run_1/gate_families.png
Scale: 3 px per um.
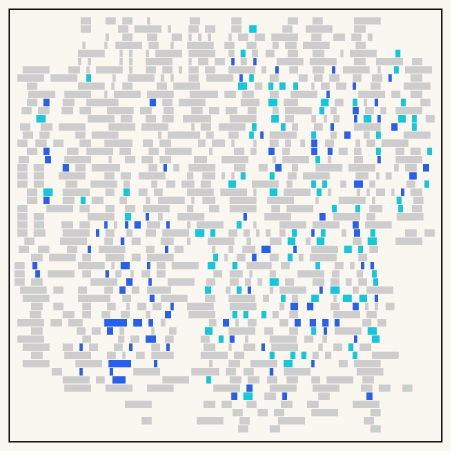
run_1/final_clocks.png
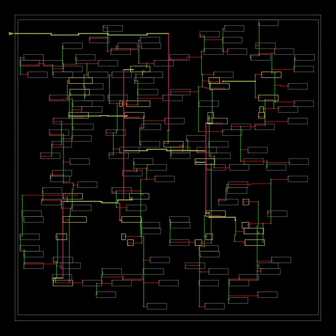
run_1/density.png
Scale: 2 px per um. The die is cut into 14 by 14 equal tiles; dark purple is low, yellow is high, 0 to 100% covered.
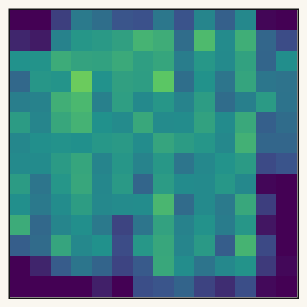
===== config.mk =====
export PLATFORM = sky130hd
export DESIGN_NAME = stream2pvideo
export DESIGN_NICKNAME = d
export VERILOG_FILES = /design/src/rtl/stream2pvideo.sv
export SDC_FILE = /design/constraint.sdc
export NUM_CORES = 1
export LEC_CHECK = 0
export CELL_PAD_IN_SITES_DETAIL_PLACEMENT = 2
export CELL_PAD_IN_SITES_GLOBAL_PLACEMENT = 2
export CORE_UTILIZATION = 35
export CTS_CLUSTER_SIZE = 8
export DETAILED_ROUTE_END_ITERATION = 7
export PLACE_DENSITY = 0.77
export SKIP_LAST_GASP = 1
export SYNTH_ARGS = -nofsm -noshare
export SYNTH_HDL_FRONTEND = slang
export SYNTH_SLANG_ARGS = --single-unit

===== constraint.sdc =====
create_clock -name clk -period 8.5 [get_ports clk]
set_input_delay 1.7 -clock clk [delete_from_list [all_inputs] [get_ports clk]]
set_output_delay 1.7 -clock clk [all_outputs]
set_load 0.05 [all_outputs]

===== src/rtl/stream2pvideo.sv =====
// Pixel stream (valid/ready, SOF on tuser, EOL on tlast) to parallel video
// (do/de/hs/vs) with configurable blanking and framing-error pulses.
module stream2pvideo #(
    parameter int DATA_WIDTH = 8,
    parameter int CNT_WIDTH  = 16
) (
    input  logic                  clk,
    input  logic                  rst,
    input  logic [DATA_WIDTH-1:0] s_tdata,
    input  logic                  s_tvalid,
    output logic                  s_tready,
    input  logic                  s_tuser,
    input  logic                  s_tlast,
    input  logic [CNT_WIDTH-1:0]  cfg_hsize,
    input  logic [CNT_WIDTH-1:0]  cfg_vsize,
    input  logic [CNT_WIDTH-1:0]  cfg_hblank,
    input  logic [CNT_WIDTH-1:0]  cfg_vblank,
    output logic [DATA_WIDTH-1:0] do_o,
    output logic                  de_o,
    output logic                  hs_o,
    output logic                  vs_o,
    output logic                  frame_done,
    output logic                  err_sof,
    output logic                  err_len
);

    typedef enum logic [1:0] {S_WAIT_SOF, S_LINE, S_HBLANK, S_VBLANK} state_t;

    localparam logic [CNT_WIDTH-1:0] ZERO = '0;
    localparam logic [CNT_WIDTH-1:0] ONE  = CNT_WIDTH'(1);

    state_t state_q, state_d;

    logic [CNT_WIDTH-1:0] pix_cnt_q, pix_cnt_d;
    logic [CNT_WIDTH-1:0] line_cnt_q, line_cnt_d;
    logic [CNT_WIDTH-1:0] blank_cnt_q, blank_cnt_d;
    logic [CNT_WIDTH-1:0] hsize_q, hsize_d;
    logic [CNT_WIDTH-1:0] vsize_q, vsize_d;
    logic [CNT_WIDTH-1:0] hblank_q, hblank_d;
    logic [CNT_WIDTH-1:0] vblank_q, vblank_d;

    logic [DATA_WIDTH-1:0] do_q, do_d;
    logic de_q, de_d, hs_q, hs_d, vs_q, vs_d;
    logic fd_q, fd_d, esof_q, esof_d, elen_q, elen_d;

    logic sof_start, sof_bad, beat, line_end, frame_end, blank_done;

    always_comb begin
        sof_start  = s_tvalid && s_tuser;
        sof_bad    = sof_start && (line_cnt_q != ZERO || pix_cnt_q != ZERO);
        beat       = (state_q == S_LINE) && s_tvalid && !sof_bad;
        line_end   = beat && s_tlast;
        frame_end  = line_end && (line_cnt_q + ONE == vsize_q);
        blank_done = (blank_cnt_q + ONE) ==
                     ((state_q == S_HBLANK) ? hblank_q : vblank_q);
    end

    always_ff @(posedge clk or posedge rst) begin
        if (rst) begin
            state_q <= S_WAIT_SOF;
        end else begin
            state_q <= state_d;
        end
    end

    always_comb begin
        state_d = state_q;
        unique case (state_q)
            S_WAIT_SOF: if (sof_start) state_d = S_LINE;
            S_LINE: begin
                if (sof_bad)
                    state_d = S_VBLANK;
                else if (line_end)
                    state_d = frame_end ? S_VBLANK : S_HBLANK;
            end
            S_HBLANK: if (blank_done) state_d = S_LINE;
            S_VBLANK: if (blank_done) state_d = S_WAIT_SOF;
        endcase
    end

    // Counters and per-frame config shadows; zero blank/vsize counts as one.
    always_comb begin
        pix_cnt_d   = pix_cnt_q;
        line_cnt_d  = line_cnt_q;
        blank_cnt_d = ZERO;
        hsize_d     = hsize_q;
        vsize_d     = vsize_q;
        hblank_d    = hblank_q;
        vblank_d    = vblank_q;
        unique case (state_q)
            S_WAIT_SOF: begin
                pix_cnt_d  = ZERO;
                line_cnt_d = ZERO;
                if (sof_start) begin
                    hsize_d  = cfg_hsize;
                    vsize_d  = (cfg_vsize == ZERO) ? ONE : cfg_vsize;
                    hblank_d = (cfg_hblank == ZERO) ? ONE : cfg_hblank;
                    vblank_d = (cfg_vblank == ZERO) ? ONE : cfg_vblank;
                end
            end
            S_LINE: begin
                if (line_end) begin
                    pix_cnt_d  = ZERO;
                    line_cnt_d = line_cnt_q + ONE;
                end else if (beat) begin
                    pix_cnt_d = pix_cnt_q + ONE;
                end
            end
            S_HBLANK, S_VBLANK: begin
                blank_cnt_d = blank_done ? ZERO : blank_cnt_q + ONE;
            end
        endcase
    end

    // Sync outputs describe the state one cycle back, so they line up with de.
    always_comb begin
        s_tready = 1'b0;
        de_d     = beat;
        do_d     = beat ? s_tdata : do_q;
        hs_d     = 1'b1;
        vs_d     = 1'b1;
        fd_d     = 1'b0;
        esof_d   = 1'b0;
        elen_d   = 1'b0;
        unique case (state_q)
            S_WAIT_SOF: s_tready = !s_tuser;
            S_LINE: begin
                s_tready = !sof_bad;
                hs_d     = 1'b0;
                vs_d     = 1'b0;
                esof_d   = sof_bad;
                elen_d   = line_end && (pix_cnt_q + ONE != hsize_q);
            end
            S_HBLANK: vs_d = 1'b0;
            S_VBLANK: fd_d = (blank_cnt_q == ZERO);
        endcase
        if (rst) s_tready = 1'b0;
    end

    always_ff @(posedge clk or posedge rst) begin
        if (rst) begin
            pix_cnt_q   <= '0;
            line_cnt_q  <= '0;
            blank_cnt_q <= '0;
            hsize_q     <= '0;
            vsize_q     <= ONE;
            hblank_q    <= ONE;
            vblank_q    <= ONE;
            do_q        <= '0;
            de_q        <= 1'b0;
            hs_q        <= 1'b1;
            vs_q        <= 1'b1;
            fd_q        <= 1'b0;
            esof_q      <= 1'b0;
            elen_q      <= 1'b0;
        end else begin
            pix_cnt_q   <= pix_cnt_d;
            line_cnt_q  <= line_cnt_d;
            blank_cnt_q <= blank_cnt_d;
            hsize_q     <= hsize_d;
            vsize_q     <= vsize_d;
            hblank_q    <= hblank_d;
            vblank_q    <= vblank_d;
            do_q        <= do_d;
            de_q        <= de_d;
            hs_q        <= hs_d;
            vs_q        <= vs_d;
            fd_q        <= fd_d;
            esof_q      <= esof_d;
            elen_q      <= elen_d;
        end
    end

    assign do_o       = do_q;
    assign de_o       = de_q;
    assign hs_o       = hs_q;
    assign vs_o       = vs_q;
    assign frame_done = fd_q;
    assign err_sof    = esof_q;
    assign err_len    = elen_q;

endmodule


==> GITHUB_STEP_SUMMARY, run 1 <==
## Implementation flow summary

| Metric | Value |
|---|---|
| Status | finished, final reports clean |
| Mapped cell area | 0.00703 mm2 |
| Synth flops | 128 |
| Max-slew violation count | 0 |
| DIE HEIGHT | 144 um |
| Cell count after synthesis | 675 |
| MaxCap Viol Count | 0 |
| RD Place Congestion | 0.809 |
| Final instance area | 0.00877 mm2 |
| Tool warnings | 32 |
| WS Path Type | input pin to output port |
| Ao+oa area frac | 0.0808 |
| Logic area | 0.00361 mm2 |
| Length of the first detailed-routing pass in iterations | 4 |
| CTS hold repair buffers | 0 |
| Least-Margin Pin Slew | 0.964 ns |
| Number of global-route vias before repair | 6215 |
| Adder Area Share | 0.0178 |
| Remaining Overflow, GRT | 0 |
| Worst r2r src | line_cnt_q[12] |
| Wirelength per Cell | 20.9 um |
| CP max stage cell | clkdlybuf4s50_1 |
| Global-route wire length before repair | 34500 um |
| Peak supply drop | 0.000135 V |
| Syn Area/Cell | 10.4 um2 |
| Simple share | 0.166 |
| Yosys stat cell total | 675 |
| Reg area | 0.00321 mm2 |
| Post-CTS sizing | 0 |
| Clock buffer depth | 2 |
| Final worst-path cycle share | 0.617 |
| Worst endpoint required time | 6.80 ns |
| Routed via count | 5500 |
| Reg-to-Reg End | pix_cnt_q[6] |
| Reg-to-reg slack, setup | 5.20 ns |
| Area of the die | 0.0207 mm2 |
| Fill count | 2045 |
| FP Rows | 51 |
| Most used flip-flop cell | dfrtp_1 |
| Placed instance area | 0.00815 mm2 |
| Largest area contributor in the netlist | dfrtp_1 |
| Port Buffers | 91 |
| Pin count of the biggest net entering global routing | 68 |
| Pwr/cell area | 164 mW/mm2 |
| Later-pin clock latency in the skew report | 0.43 ns |
| Layout area overhead | 24.7% |
| H-tree Lvls | 4 |
| CP Launch Type | input pin |
| GRT Overall Usage | 0.223 |
| MUX share of area | 0.134 |
| Floorplan Nets | 762 |
| Post CTS Setup Buffer Count | 0 |
| IO Pins | 92 |
| Vias/cell | 5.34 |
| Final HPWL DP | 15400 um |
| Final setup viols | 0 |
About gate_families.png:
- cyan: inverting AOI/OAI gates (cells 87; most used o21ai_0)
- blue: NOR gates (cells 97; most used nor2_1; where all over the die)

About final_clocks.png:
Num CTS Buffers: 17
Flops: 128
clk_skew: 0.0117 ns
# clk buffers: 20
Sink Count: 128

About density.png:
- tiles over 75% full: 0.50%
- mean over tiles: 41%
- fullest tile: 77%
core region area: 0.0196 mm2
fin util: 0.448

run 1: metrics by stage:
step	hold WS (ns)	setup WS (ns)	total power, mW	util	cells
floorplan	0.458	3.40	0.631	-	675
global placement	0.459	3.37	0.676	0.416	998
detailed placement	0.475	3.26	0.678	0.416	998
CTS	0.489	3.24	1.45	0.448	1030
global route	0.508	3.16	1.48	0.448	1030
finish	0.489	3.26	1.44	0.448	1030
run 1: logic make-up (layout without fill, tap and decap cells):
family	after synthesis	count (layout)
compound gates	92	92
xor+xnor	88	88
flops	128	128
simple gates	218	218
mux	86	86
buf+inv	53	143
fa+ha+maj	10	10
run 1: routing by layer:
metal | share of wire | up-vias | global-route usage
met3 | 0.021 | 24 | 0.0350
li1 | - | 2535 | -
met4 | 0.017 | 0 | 0.0795
met1 | 0.39 | 2866 | 0.242
met2 | 0.57 | 75 | 0.432
met5 | 0 | - | 0
run 1: worst max-delay path by stage:
stage / endpoint / slack, ns / start / cells past startpoint
final: s_tready / 3.26 / s_tvalid / 5
after global routing: s_tready / 3.16 / s_tvalid / 5
after CTS: s_tready / 3.24 / s_tvalid / 5
after detailed placement: s_tready / 3.26 / s_tvalid / 5
after global placement: s_tready / 3.37 / s_tvalid / 5
after floorplan: blank_cnt_q[0] / 3.40 / rst / 1
run 1: flip-flops by register name (all words and copies together) (netlist names):
| register | flops |
|---|---|
| line_cnt_q | 16 |
| err_sof | 1 |
| vblank_q | 16 |
| pix_cnt_q | 16 |
| do_o | 8 |
| vs_o | 1 |
| de_o | 1 |
| blank_cnt_q | 16 |
| frame_done | 1 |
| hblank_q | 16 |
| hsize_q | 16 |
| state_q | 2 |
| hs_o | 1 |
| err_len | 1 |
| vsize_q | 16 |
run 1: tightest hold or removal path, cell delays in order, from the launching register on:
cell,delay (ns)
dfrtp_1,0.35
nand2_1,0.05
nand2_1,0.06
run 1: cells in the final DEF, fill, tap and decap left out, types with 4 or more instances in the layout:
| master | n |
|---|---|
| nand2_1 | 54 |
| nand2b_1 | 4 |
| dfrtp_1 | 123 |
| nor3_1 | 9 |
| o21ai_1 | 4 |
| clkinvlp_4 | 4 |
| xnor2_1 | 54 |
| inv_1 | 15 |
| and2_1 | 5 |
| o31ai_1 | 9 |
| a21oi_1 | 4 |
| and3_1 | 9 |
| dfstp_2 | 5 |
| mux2_2 | 62 |
| ha_1 | 10 |
| clkdlybuf4s50_1 | 91 |
| nand3_1 | 21 |
| o21ai_0 | 48 |
| nand4_1 | 13 |
| nor2_1 | 47 |
| nor2b_1 | 7 |
| clkbuf_16 | 17 |
| nor4_1 | 24 |
| nor4b_1 | 4 |
| or3_1 | 4 |
| mux2i_1 | 24 |
| xor2_1 | 32 |
run 1: where the power goes:
part           total [mW]  internal (mW)  switching (mW)
clock               0.772          0.478           0.294
sequential          0.610          0.610               0
combinational      0.0558         0.0325          0.0233
total                1.44           1.12           0.317
run 1: final cells by class:
| cell class | instances | share of cell area |
|---|---|---|
| clock buffers | 20 | 0.0521 |
| clock inverters | 12 | 0.0178 |
| inverters | 17 | 0.00756 |
| multi-input cells | 494 | 0.412 |
| flip-flops and latches | 128 | 0.366 |
| well taps | 265 | 0.0378 |
| repair buffers | 94 | 0.106 |
==> run 2, diff against run 1 <==
==> constraint.sdc (replaced) <==
create_clock -name clk -period 5.1 [get_ports clk]
set_input_delay 1.02 -clock clk [delete_from_list [all_inputs] [get_ports clk]]
set_output_delay 1.02 -clock clk [all_outputs]
set_load 0.05 [all_outputs]
run_2/port_nets.png
Scale: 2 px per um.
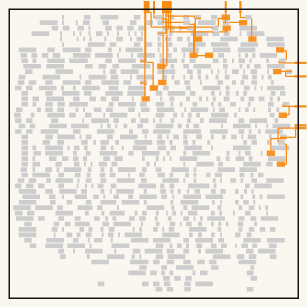
- orange: `cfg_hsize` (direction input; edge 11 top, 5 right; end cells 16; wire 490 um)

==> run 2 against run 1 <==
Net effect: critical path depth is 1 higher; die size unchanged; sequential share of layout area up 0.15 points; synthesized area did not move; register-to-register slack got worse by 3.9 ns; final area decreased by 0.40%; combinational power increased by about 70%; worst hold slack improved by 0.00090 ns; clock skew decreased by 0.0047 ns; sequential power up 67%; critical path type is now register to output port.
==> GITHUB_STEP_SUMMARY, run 2 <==
## Implementation flow summary

| Metric | Value |
|---|---|
| Status | finished, final reports clean |
| Pwr/cell area | 262 mW/mm2 (+60%) |
| WS Path Type | register to output port |
| Port Buffers | 91 (unchanged) |
| Cell count after synthesis | 675 (unchanged) |
| Post-CTS sizing | 0 (unchanged) |
| GRT Overall Usage | 0.219 (-0.00384) |
| Worst endpoint required time | 4.08 ns (-2.72 ns) |
| Remaining Overflow, GRT | 0 (unchanged) |
| Largest area contributor in the netlist | dfrtp_1 |
| Clock buffer depth | 2 (unchanged) |
| Area of the die | 0.0207 mm2 (unchanged) |
| CP Launch Type | register |
| Final setup viols | 0 (unchanged) |
| Least-Margin Pin Slew | 1.05 ns (+0.0828 ns) |
| CTS hold repair buffers | 0 (unchanged) |
| Syn Area/Cell | 10.4 um2 (unchanged) |
| Die Span X | 144 um |
| Top sig layer | met4 |
| Wirelength per Cell | 20.5 um (-1.6%) |
| CTS clk-pin slew, worst paths | 0.06 ns |
| Vias/cell | 5.30 (-0.84%) |
| Cell Type Count | 63 |
| Commonest Layout Cell | dfrtp_1 |
| Final instance area | 0.00873 mm2 (-0.40%) |
| IO Pins | 92 (unchanged) |
| RD Place Congestion | 0.822 (+1.6%) |
| F_max | 236 MHz |
| Most frequent cells in the layout | 123 x dfrtp_1, 91 x clkdlybuf4s50_1, 62 x mux2_2 |
| Layout area overhead | 24.2% |
| Met2 routed WL | 11600 um (-4.9%) |
| Number of global-route vias before repair | 6258 (+0.69%) |
| Synthesis area per yosys | 0.00703 mm2 |
| Synth flops | 128 (unchanged) |
| Floorplan Nets | 762 (unchanged) |
| Max-slew violation count | 0 (unchanged) |
| WL met1 | 8760 um (+3.6%) |
| Final HPWL DP | 15200 um (-1.4%) |
| Min Tclk post-route | 4.23 ns |
| Final setup TNS | 0 ns |
| Met3 wire len | 469 um (+5.6%) |
| Fin util | 0.446 (-0.00179) |
| Total power | 2.29 mW (+59%) |
| Final worst-path cycle share | 0.829 |
| RSZ-0062 raised after global routing | no |
| Global-route wire length before repair | 34000 um (-1.4%) |
| Sink Count | 128 (unchanged) |
| MaxCap Viol Count | 0 (unchanged) |
| Placed instance area | 0.00817 mm2 (+0.15%) |
| Num CTS Buffers | 17 (unchanged) |
| Final hold vios | 0 |
| Length of the first detailed-routing pass in iterations | 4 (unchanged) |
| Core region area | 0.0196 mm2 (unchanged) |
| DIE HEIGHT | 144 um (unchanged) |
| Routed via count | 5454 (-0.84%) |
| Mapped cell area | 0.00703 mm2 (unchanged) |
| Most used flip-flop cell | dfrtp_1 |
| H-tree Lvls | 4 (unchanged) |
| Yosys stat cell total | 675 (unchanged) |
| Post CTS Setup Buffer Count | 0 (unchanged) |
| Peak supply drop | 0.000208 V (+54%) |
| FP Rows | 51 (unchanged) |
| Ys async rst share | 1.00 |
| Ant. Diodes | 0 |
| Critical path arrival | 3.21 ns |
| Tool warnings | 32 (unchanged) |
| Pin count of the biggest net entering global routing | 68 (unchanged) |
run_2/final_clocks.png
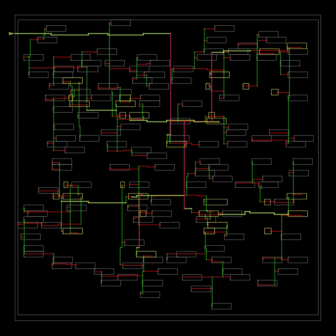
clk_skew: 0.00699 ns
# clk buffers: 19
later-pin clock latency in the skew report: 0.43 ns
Clk power: 1.18 mW

[run 2: cell count changes in the layout (fill, tap and decap cells not counted), sizes merged]
cell / change
bufinv: -2
clkbuf: -1
clkinv: +1
clkinvlp: +2
[run 2: power by group]
part	internal, mW	switching, mW
sequential	1.02	0
combinational	0.0553	0.0395
clock	0.694	0.484
[run 2: logic make-up (layout without fill, tap and decap cells)]
group	Yosys count	after routing	synth area share
and+or+nand+nor	218	218	0.166
adders and majority gates	10	10	0.0178
buffers and inverters	53	143	0.0310
muxes	86	86	0.134
DFF	128	128	0.457
xor gates and xnor gates	88	88	0.114
AOI/OAI and AO/OA	92	92	0.0808
[run 2: metrics by stage]
stage,cells,hold WS (ns),worst slack (ns)
after global routing,1030,0.513,0.797
final,1030,0.490,0.870
after CTS,1030,0.492,0.842
after global placement,998,0.463,1.31
after detailed placement,998,0.484,1.20
after floorplan,675,0.458,0.676
[run 2: path summary, 6_finish.rpt]
path / from / end / slack, ns / cells after the start
worst max-delay path: line_cnt_q[7] / s_tready / 0.87 / 6
worst min-delay path: do_o[4] / do_o[4] / 0.49 / 2
worst max register to register: line_cnt_q[7] / line_cnt_q[15] / 1.30 / 7
worst min register to register: do_o[4] / do_o[4] / 0.49 / 2
max in group asynchronous: rst / vs_o / 3.02 / 3
min in group asynchronous: rst / hsize_q[11] / 1.16 / 2
[run 2: layout make-up]
type / count / area (um2)
Inverter: 17 / 66.3
Tap cell: 265 / 332
Multi-Input combinational cell: 494 / 3610
Fill cell: 2028 / 10900
Timing Repair Buffer: 94 / 946
Clock inverter: 13 / 113
Clock buffer: 19 / 453
Sequential cell: 128 / 3210
[run 2: per-layer routing]
metal  vias to the layer above  GRT usage
met1                      2822      0.250
li1                       2541          -
met2                        71      0.409
met4                         0     0.0644
met5                         -          0
met3                        20     0.0443
[run 2: worst max-delay path, cell delays in order (launching register included)]
cell,delay (ns)
dfrtp_1,0.45
nor4_1,0.51
nand4_1,0.37
o211ai_1,0.36
nand2_1,0.12
a21oi_1,0.16
clkdlybuf4s50_1,0.82
==> run 3, diff against run 2 <==
--- a/config.mk
+++ b/config.mk
@@ -7,10 +7,10 @@
 export LEC_CHECK = 0
 export CELL_PAD_IN_SITES_DETAIL_PLACEMENT = 2
 export CELL_PAD_IN_SITES_GLOBAL_PLACEMENT = 2
-export CORE_UTILIZATION = 35
+export CORE_UTILIZATION = 32
 export CTS_CLUSTER_SIZE = 8
 export DETAILED_ROUTE_END_ITERATION = 7
-export PLACE_DENSITY = 0.77
+export PLACE_DENSITY = 0.75
 export SKIP_LAST_GASP = 1
 export SYNTH_ARGS = -nofsm -noshare
 export SYNTH_HDL_FRONTEND = slang
==> constraint.sdc (replaced) <==
create_clock -name clk -period 3.5 [get_ports clk]
set_input_delay 0.7 -clock clk [delete_from_list [all_inputs] [get_ports clk]]
set_output_delay 0.7 -clock clk [all_outputs]
set_load 0.05 [all_outputs]
run_3/density.png
Scale: 2 px per um. The die is cut into 15 by 15 equal tiles; dark purple is low, yellow is high, 0 to 100% covered.
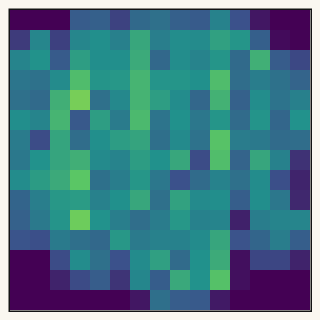
- fullest tile: 79%
- nearly empty tiles: 10%
- mean over tiles: 38%

==> run 3 against run 2 <==
Net effect: first-iteration DRC count grew 54%; critical endpoint unchanged; highest routed layer unchanged; register-to-register slack lost 0.90 ns; worst hold slack lost 0.0031 ns; flip-flop count is the same; combinational power grew 53%; critical path type unchanged.
==> GITHUB_STEP_SUMMARY, run 3 <==
## Implementation flow summary

| Metric | Value |
|---|---|
| Status | finished, final reports clean |
| Hold Crit Depth | 2 (unchanged) |
| Peak supply drop | 0.000295 V (+42%) |
| IO Pins | 92 (unchanged) |
| Sw frac | 0.226 (-0.00269) |
| Worst endpoint required time | 2.80 ns (-1.28 ns) |
| Final setup viols | 0 (unchanged) |
| Layout area overhead | 25.5% |
| Ys async rst share | 1.00 (unchanged) |
| Ant. Diodes | 0 (unchanged) |
| Cell Type Count | 63 (unchanged) |
| Most used flip-flop cell | dfrtp_1 |
| Final HPWL DP | 15800 um (+4.4%) |
| Num CTS Buffers | 17 (unchanged) |
| Final hold slack | 0.487 ns (-0.00310 ns) |
| Wirelength per Cell | 20.8 um (+1.4%) |
| Comb pwr share | 0.043 (+0.002) |
| H-tree Lvls | 4 (unchanged) |
| Reg-to-reg slack, setup | 0.40 ns (-0.90 ns) |
| Pin count of the biggest net entering global routing | 43 (-37%) |
| Final worst-path cycle share | 0.904 |
| Later-pin clock latency in the skew report | 0.44 ns (about the same) |
| Routed via count | 5564 (+2.0%) |
| Remaining Overflow, GRT | 0 (unchanged) |
| Clk_skew | 0.00909 ns (+0.00210 ns) |
| Die Span X | 150 um (+4.5%) |
| Reg-to-Reg End | blank_cnt_q[3] |
| Worst slack, placed | 0.420 ns (-0.780 ns) |
| Tool warnings | 32 (unchanged) |
| Most frequent cells in the layout | 123 x dfrtp_1, 90 x clkdlybuf4s50_1, 62 x mux2_2 |
| Floorplan Nets | 762 (unchanged) |
| Final hold vios | 0 (unchanged) |
| Synthesis area per yosys | 0.00703 mm2 (unchanged) |
| Clock buffer depth | 2 (unchanged) |
| Int Power | 2.63 mW (+49%) |
| MaxCap Viol Count | 0 (unchanged) |
| Critical path arrival | 2.46 ns (-0.75 ns) |
| Switching power | 0.766 mW (+46%) |
| Port Buffers | 91 (unchanged) |
| Synth flops | 128 (unchanged) |
| Pwr/cell area | 385 mW/mm2 (+47%) |
| Least-Margin Pin Slew | 0.738 ns (-0.309 ns) |
| Post-CTS sizing | 0 (unchanged) |
| Length of the first detailed-routing pass in iterations | 4 (unchanged) |
| FF-to-FF path depth | 10 (+3) |
| F_max | 316 MHz |
| CP Launch Type | register |
| RD Place Congestion | 0.830 (+1.0%) |
| Clk network pwr share | 0.521 (+0.006) |
| Final setup TNS | 0 ns (unchanged) |
| Number of global-route vias before repair | 6326 (+1.1%) |
| CTS hold repair buffers | 0 (unchanged) |
| Global-route wire length before repair | 34700 um (+2.0%) |
run_3/gate_families.png
Scale: 3 px per um.
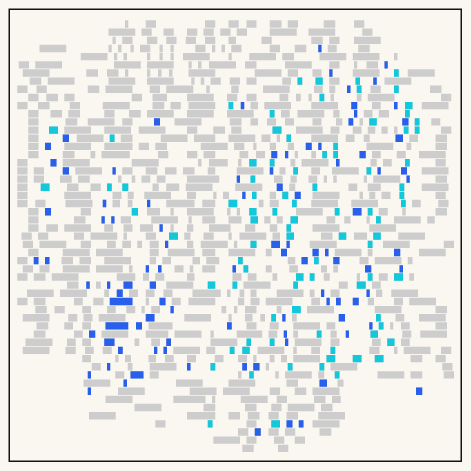
- cyan: inverting AOI/OAI gates (cells 87; most used o21ai_0)
- blue: NOR gates (cells 97; most used nor2_1)

[run 3: worst max path at each step]
stage / start / to / cells after the start
after floorplan: line_cnt_q[0] / s_tready / 7
after global placement: state_q[0] / blank_cnt_q[3] / 10
after detailed placement: state_q[0] / blank_cnt_q[3] / 10
after CTS: line_cnt_q[0] / s_tready / 8
after global routing: state_q[0] / blank_cnt_q[3] / 10
final: line_cnt_q[0] / s_tready / 8
[run 3: kinds of logic after synthesis]
| group | after synthesis | share of synthesized area |
|---|---|---|
| DFF | 128 | 0.457 |
| adders and majority gates | 10 | 0.0178 |
| buffers and inverters | 53 | 0.0310 |
| xor gates and xnor gates | 88 | 0.114 |
| AOI/OAI and AO/OA | 92 | 0.0808 |
| muxes | 86 | 0.134 |
| and+or+nand+nor | 218 | 0.166 |
[run 3: power groups by stage]
stage	logic [mW]	clock network [mW]	registers (mW)
2_1_floorplan	0.0267	0	1.51
3_3_place_gp	0.144	0	1.51
3_5_place_dp	0.147	0	1.51
4_1_cts	0.149	1.81	1.48
5_1_grt	0.157	1.86	1.48
6_report	0.145	1.77	1.48
[run 3: metal layers]
| layer | track usage | up-vias | wire length, um |
|---|---|---|---|
| li1 | - | 2560 | - |
| met1 | 0.232 | 2898 | 8910 |
| met2 | 0.385 | 81 | 11900 |
| met3 | 0.0430 | 25 | 540 |
| met4 | 0.0591 | 0 | 365 |
| met5 | 0 | - | 0 |
[run 3: stage by stage]
stage / util / cells
after floorplan: - / 675
after global placement: 0.387 / 1014
after detailed placement: 0.387 / 1014
after CTS: 0.414 / 1046
after global routing: 0.414 / 1046
final: 0.414 / 1046
[run 3: critical path: stages, from the launching register on]
cell	delay [ns]
dfrtp_1	0.47
inv_1	0.14
ha_1	0.18
nor4b_1	0.26
nand4_1	0.17
o211ai_1	0.27
nand2_1	0.14
a21oi_1	0.18
buf_4	0.22
[run 3: final cells by class]
type	count	area [um2]	share of cell area
Timing Repair Buffer	100	1000	0.114
Tap cell	275	344	0.0390
Inverter	17	67.6	0.00766
Sequential cell	128	3210	0.364
Clock inverter	14	143	0.0162
Clock buffer	18	439	0.0498
Multi-Input combinational cell	494	3610	0.410
Power figures rest on the tool's default switching activity, not on a simulated workload.
